io_fan.png
Drawn at 8 px/um.
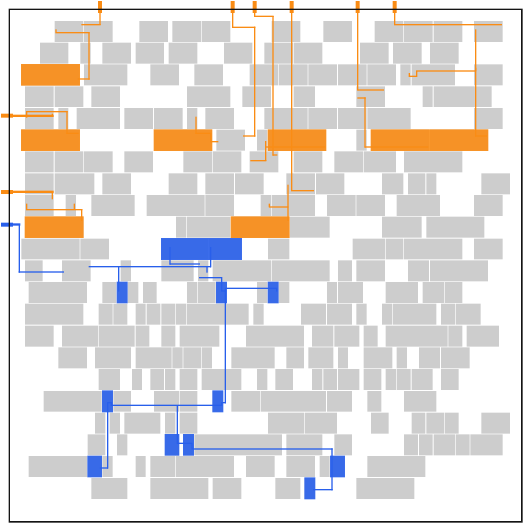
placement.png
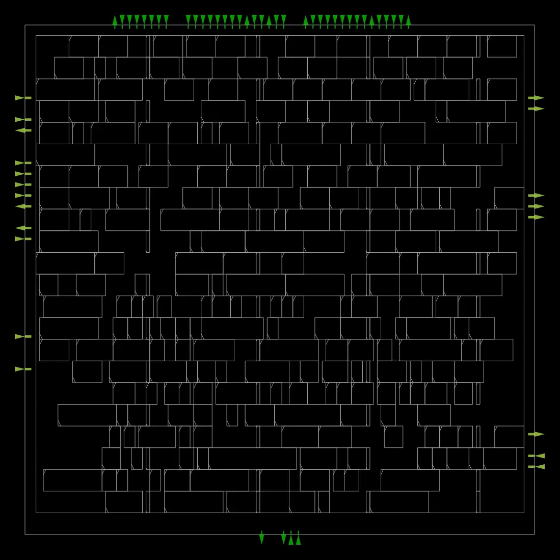
$ cat src/rtl/uart_tx_sched.sv
// Purpose: round-robin scheduler sharing one UART transmitter among N_REQ byte streams; a frame is never interleaved.
// Latency: request seen in IDLE at cycle t gives data_valid/req_ready in t+1; uart_tx_done at d allows the next load at d+2.
// Backpressure: requesters hold req_valid until their req_ready pulse; no selection while busy is high or a byte is in flight.
//
// Ports:
//   clk, rst                 single clock, synchronous active-high reset
//   req_valid/req_data/req_last  per-requester byte offer (byte i at req_data[i*DATA_W +: DATA_W])
//   req_ready                one-cycle accept pulse, at most one bit set
//   p_data, data_valid       registered byte and one-cycle load strobe to the transmitter
//   busy, uart_tx_done       transmitter status and completion pulse
//   grant_id, active         current/last granted requester; scheduler not idle
//   err_timeout              one-cycle pulse when the transmitter never started
module uart_tx_sched #(
    parameter int  N_REQ         = 4,
    parameter int  DATA_W        = 8,
    parameter int  START_TIMEOUT = 4,
    localparam int ID_W          = $clog2(N_REQ)
) (
    input  logic                    clk,
    input  logic                    rst,
    input  logic [N_REQ-1:0]        req_valid,
    input  logic [N_REQ*DATA_W-1:0] req_data,
    input  logic [N_REQ-1:0]        req_last,
    output logic [N_REQ-1:0]        req_ready,
    output logic [DATA_W-1:0]       p_data,
    output logic                    data_valid,
    input  logic                    busy,
    input  logic                    uart_tx_done,
    output logic [ID_W-1:0]         grant_id,
    output logic                    active,
    output logic                    err_timeout
);
    localparam int IDX_W = ID_W + 1;
    localparam int CNT_W = $clog2(START_TIMEOUT + 1);

    localparam logic [1:0] S_IDLE       = 2'd0;
    localparam logic [1:0] S_WAIT_START = 2'd1;
    localparam logic [1:0] S_WAIT_DONE  = 2'd2;

    logic [1:0]        state_q, state_d;
    logic [ID_W-1:0]   rr_ptr_q, rr_ptr_d;
    logic              lock_q, lock_d;
    logic              last_q, last_d;
    logic [CNT_W-1:0]  cnt_q, cnt_d;
    logic [DATA_W-1:0] p_data_q, p_data_d;
    logic              data_valid_q, data_valid_d;
    logic [N_REQ-1:0]  req_ready_q, req_ready_d;
    logic [ID_W-1:0]   grant_id_q, grant_id_d;
    logic              active_q, active_d;
    logic              err_timeout_q, err_timeout_d;

    // Unpack the flat data bus so the winner's byte can be selected by index.
    logic [DATA_W-1:0] req_byte [N_REQ];
    for (genvar g = 0; g < N_REQ; g++) begin : g_byte
        assign req_byte[g] = req_data[g*DATA_W +: DATA_W];
    end

    // Winner selection. While locked, grant_id_q is the lock owner and the
    // only eligible requester. Otherwise scan from rr_ptr upward; the loop runs
    // from the farthest offset down so the nearest valid requester is kept.
    logic            win_found;
    logic [ID_W-1:0] win_id;
    logic [IDX_W-1:0] idx;

    always_comb begin
        win_found = 1'b0;
        win_id    = grant_id_q;
        idx       = '0;
        if (lock_q) begin
            win_found = req_valid[grant_id_q];
        end else begin
            for (int k = N_REQ - 1; k >= 0; k--) begin
                idx = {1'b0, rr_ptr_q} + IDX_W'(k);
                if (idx >= IDX_W'(N_REQ)) begin
                    idx = idx - IDX_W'(N_REQ);
                end
                if (req_valid[idx[ID_W-1:0]]) begin
                    win_found = 1'b1;
                    win_id    = idx[ID_W-1:0];
                end
            end
        end
    end

    // Pointer value that hands priority to the requester after the current one.
    logic [ID_W-1:0] rr_next;
    assign rr_next = (grant_id_q == ID_W'(N_REQ - 1)) ? '0 : grant_id_q + 1'b1;

    // A completion pulse counts in either waiting state, including one that
    // arrives before busy was ever seen.
    logic tx_finish;
    assign tx_finish = uart_tx_done && ((state_q == S_WAIT_START) || (state_q == S_WAIT_DONE));

    always_comb begin
        state_d       = state_q;
        rr_ptr_d      = rr_ptr_q;
        lock_d        = lock_q;
        last_d        = last_q;
        cnt_d         = cnt_q;
        p_data_d      = p_data_q;
        grant_id_d    = grant_id_q;
        data_valid_d  = 1'b0;
        req_ready_d   = '0;
        err_timeout_d = 1'b0;

        case (state_q)
            S_IDLE: begin
                if (!busy && win_found) begin
                    p_data_d            = req_byte[win_id];
                    grant_id_d          = win_id;
                    last_d              = req_last[win_id];
                    data_valid_d        = 1'b1;
                    req_ready_d[win_id] = 1'b1;
                    // The data_valid cycle is the first counted WAIT_START cycle.
                    cnt_d               = CNT_W'(1);
                    state_d             = S_WAIT_START;
                end
            end
            S_WAIT_START: begin
                if (!uart_tx_done) begin
                    if (busy) begin
                        state_d = S_WAIT_DONE;
                    end else if (cnt_q == CNT_W'(START_TIMEOUT)) begin
                        err_timeout_d = 1'b1;
                        lock_d        = 1'b0;
                        rr_ptr_d      = rr_next;
                        state_d       = S_IDLE;
                    end else begin
                        cnt_d = cnt_q + 1'b1;
                    end
                end
            end
            S_WAIT_DONE: begin
            end
            default: begin
                state_d = S_IDLE;
            end
        endcase

        if (tx_finish) begin
            state_d = S_IDLE;
            if (!last_q) begin
                // Mid-frame: keep the owner; rr_ptr resumes once the frame ends.
                lock_d = 1'b1;
            end else begin
                lock_d   = 1'b0;
                rr_ptr_d = rr_next;
            end
        end

        active_d = (state_d != S_IDLE);
    end

    always_ff @(posedge clk) begin
        if (rst) begin
            state_q       <= S_IDLE;
            rr_ptr_q      <= '0;
            lock_q        <= 1'b0;
            last_q        <= 1'b0;
            cnt_q         <= '0;
            p_data_q      <= '0;
            data_valid_q  <= 1'b0;
            req_ready_q   <= '0;
            grant_id_q    <= '0;
            active_q      <= 1'b0;
            err_timeout_q <= 1'b0;
        end else begin
            state_q       <= state_d;
            rr_ptr_q      <= rr_ptr_d;
            lock_q        <= lock_d;
            last_q        <= last_d;
            cnt_q         <= cnt_d;
            p_data_q      <= p_data_d;
            data_valid_q  <= data_valid_d;
            req_ready_q   <= req_ready_d;
            grant_id_q    <= grant_id_d;
            active_q      <= active_d;
            err_timeout_q <= err_timeout_d;
        end
    end

    assign p_data      = p_data_q;
    assign data_valid  = data_valid_q;
    assign req_ready   = req_ready_q;
    assign grant_id    = grant_id_q;
    assign active      = active_q;
    assign err_timeout = err_timeout_q;

endmodule

$ cat config.mk
export PLATFORM = sky130hd
export DESIGN_NAME = uart_tx_sched
export DESIGN_NICKNAME = d
export VERILOG_FILES = /design/src/rtl/uart_tx_sched.sv
export SDC_FILE = /design/constraint.sdc
export NUM_CORES = 1
export LEC_CHECK = 0
export CAP_MARGIN = 20
export CORE_UTILIZATION = 45
export CTS_CLUSTER_DIAMETER = 60
export DETAILED_ROUTE_END_ITERATION = 7
export GPL_TIMING_DRIVEN = 0
export PLACE_DENSITY_LB_ADDON = 0.05
export SYNTH_ARGS = -nofsm -noshare
export SYNTH_HDL_FRONTEND = slang
export SYNTH_SLANG_ARGS = --single-unit
$ cat constraint.sdc
create_clock -name clk -period 2.26 [get_ports clk]
set_clock_uncertainty 0.1 [all_clocks]
set_input_delay 0.452 -clock clk [delete_from_list [all_inputs] [get_ports clk]]
set_output_delay 0.452 -clock clk [all_outputs]
set_load 0.05 [all_outputs]
==> results.yml <==
# implementation run metrics
run_status:
  result_of_the_run: "finished, final reports clean"
cells_and_area:
  fill_cell_count: 320
  layout.nets: 303
  clock_network_contribution_to_total_cell_area: 0.0287
  drive_gt1_frac: 0.179
  combAreaFraction: 0.443
placement:
  pre_cts_slack_ns: -0.478
  place_congestion: 0.829
  place_hpwl_mm: 3.00
pwr:
  powerClk_uw: 388
  seq_power_share: 0.309
  power.density_cell_area_mw_per_mm2: 752
  ir_worst_vdd_mv: 0.400
  switching_share: 0.377
  combPwrFrac: 0.483
worst_hold_path:
  hold_path_depth: 2
  path_type_of_the_worst_min_delay_path: "register to register"
  worstHoldEndpoint: "p_data[2]"
clock_network:
  number_of_buffers_created_by_cts: 3
  cts_buffer_depth: 2
  worstSkewPairLatency_ns: 0.27
  clkSinkCount: 26
  cts.htree.levels: 1
global_route:
  grt.met3_usage: 0.0268
  grt_antenna_before_repair: 0
synthesis:
  yosys.area.top_type_share: 0.302
  yosys.area_share.aoi: 0.258
  synthMostInstantiatedCell: "sky130_fd_sc_hd__dfxtp_1"
  synth-seq-cells: 26
  netlist_area_mm2: 0.00172
  top_cells_by_area: "sky130_fd_sc_hd__dfxtp_1 30%, sky130_fd_sc_hd__mux2i_1 12%, sky130_fd_sc_hd__o221ai_2 8.7%"
floorplan:
  die_width_um: 63.9
detailed_routing:
  vias: 1571
  drt_first_iter_violations: 113
  dr.pass1.iters: 4
  wl_met1_mm: 1.85
sta:
  rsz0062_at_grt: "no"
critical_path:
  startpoint: "grant_id[1]"
  worst_path_max_delay_cell: "sky130_fd_sc_hd__clkdlybuf4s50_1"
  max_stage_delay_ns: 0.86
-- io_fan.png (at the start) --
[blue] rst | bits: 1 | direction: input | end cells: 12 | buffers: 2 | wire: 122 um
[orange] p_data | bits: 8 | direction: output | end cells: 8 | buffers: 8 | wire: 202 um
tally of buffers added on design ports: 58
IO Count: 61

-- placement.png (at the start) --
number of flip-flops and latches: 26
post-route non-filler standard cell count: 299
proportion of cell area occupied by registers: 0.210
well tap count: 48
utilization of the core after routing: 0.680

==> sequential cells by signal, summed over array words and instances, names as in the netlist <==
| register | count |
|---|---|
| req_ready | 4 |
| state_q | 2 |
| data_valid | 1 |
| err_timeout | 1 |
| rr_ptr_q | 2 |
| lock_q | 1 |
| p_data | 8 |
| active | 1 |
| grant_id | 2 |
| cnt_q | 3 |
| last_q | 1 |
==> worst register-to-register path, cell delays in order (launching register included) <==
cell and delay [ns]:
sky130_fd_sc_hd__dfxtp_2 0.43, sky130_fd_sc_hd__mux4_2 0.56, sky130_fd_sc_hd__o221a_4 0.32, sky130_fd_sc_hd__nand2_4 0.12, sky130_fd_sc_hd__nor2_4 0.06, sky130_fd_sc_hd__nand2b_4 0.08, sky130_fd_sc_hd__buf_8 0.15, sky130_fd_sc_hd__o221ai_2 0.09
No activity file was given, so power comes from the tool's default toggle rates.
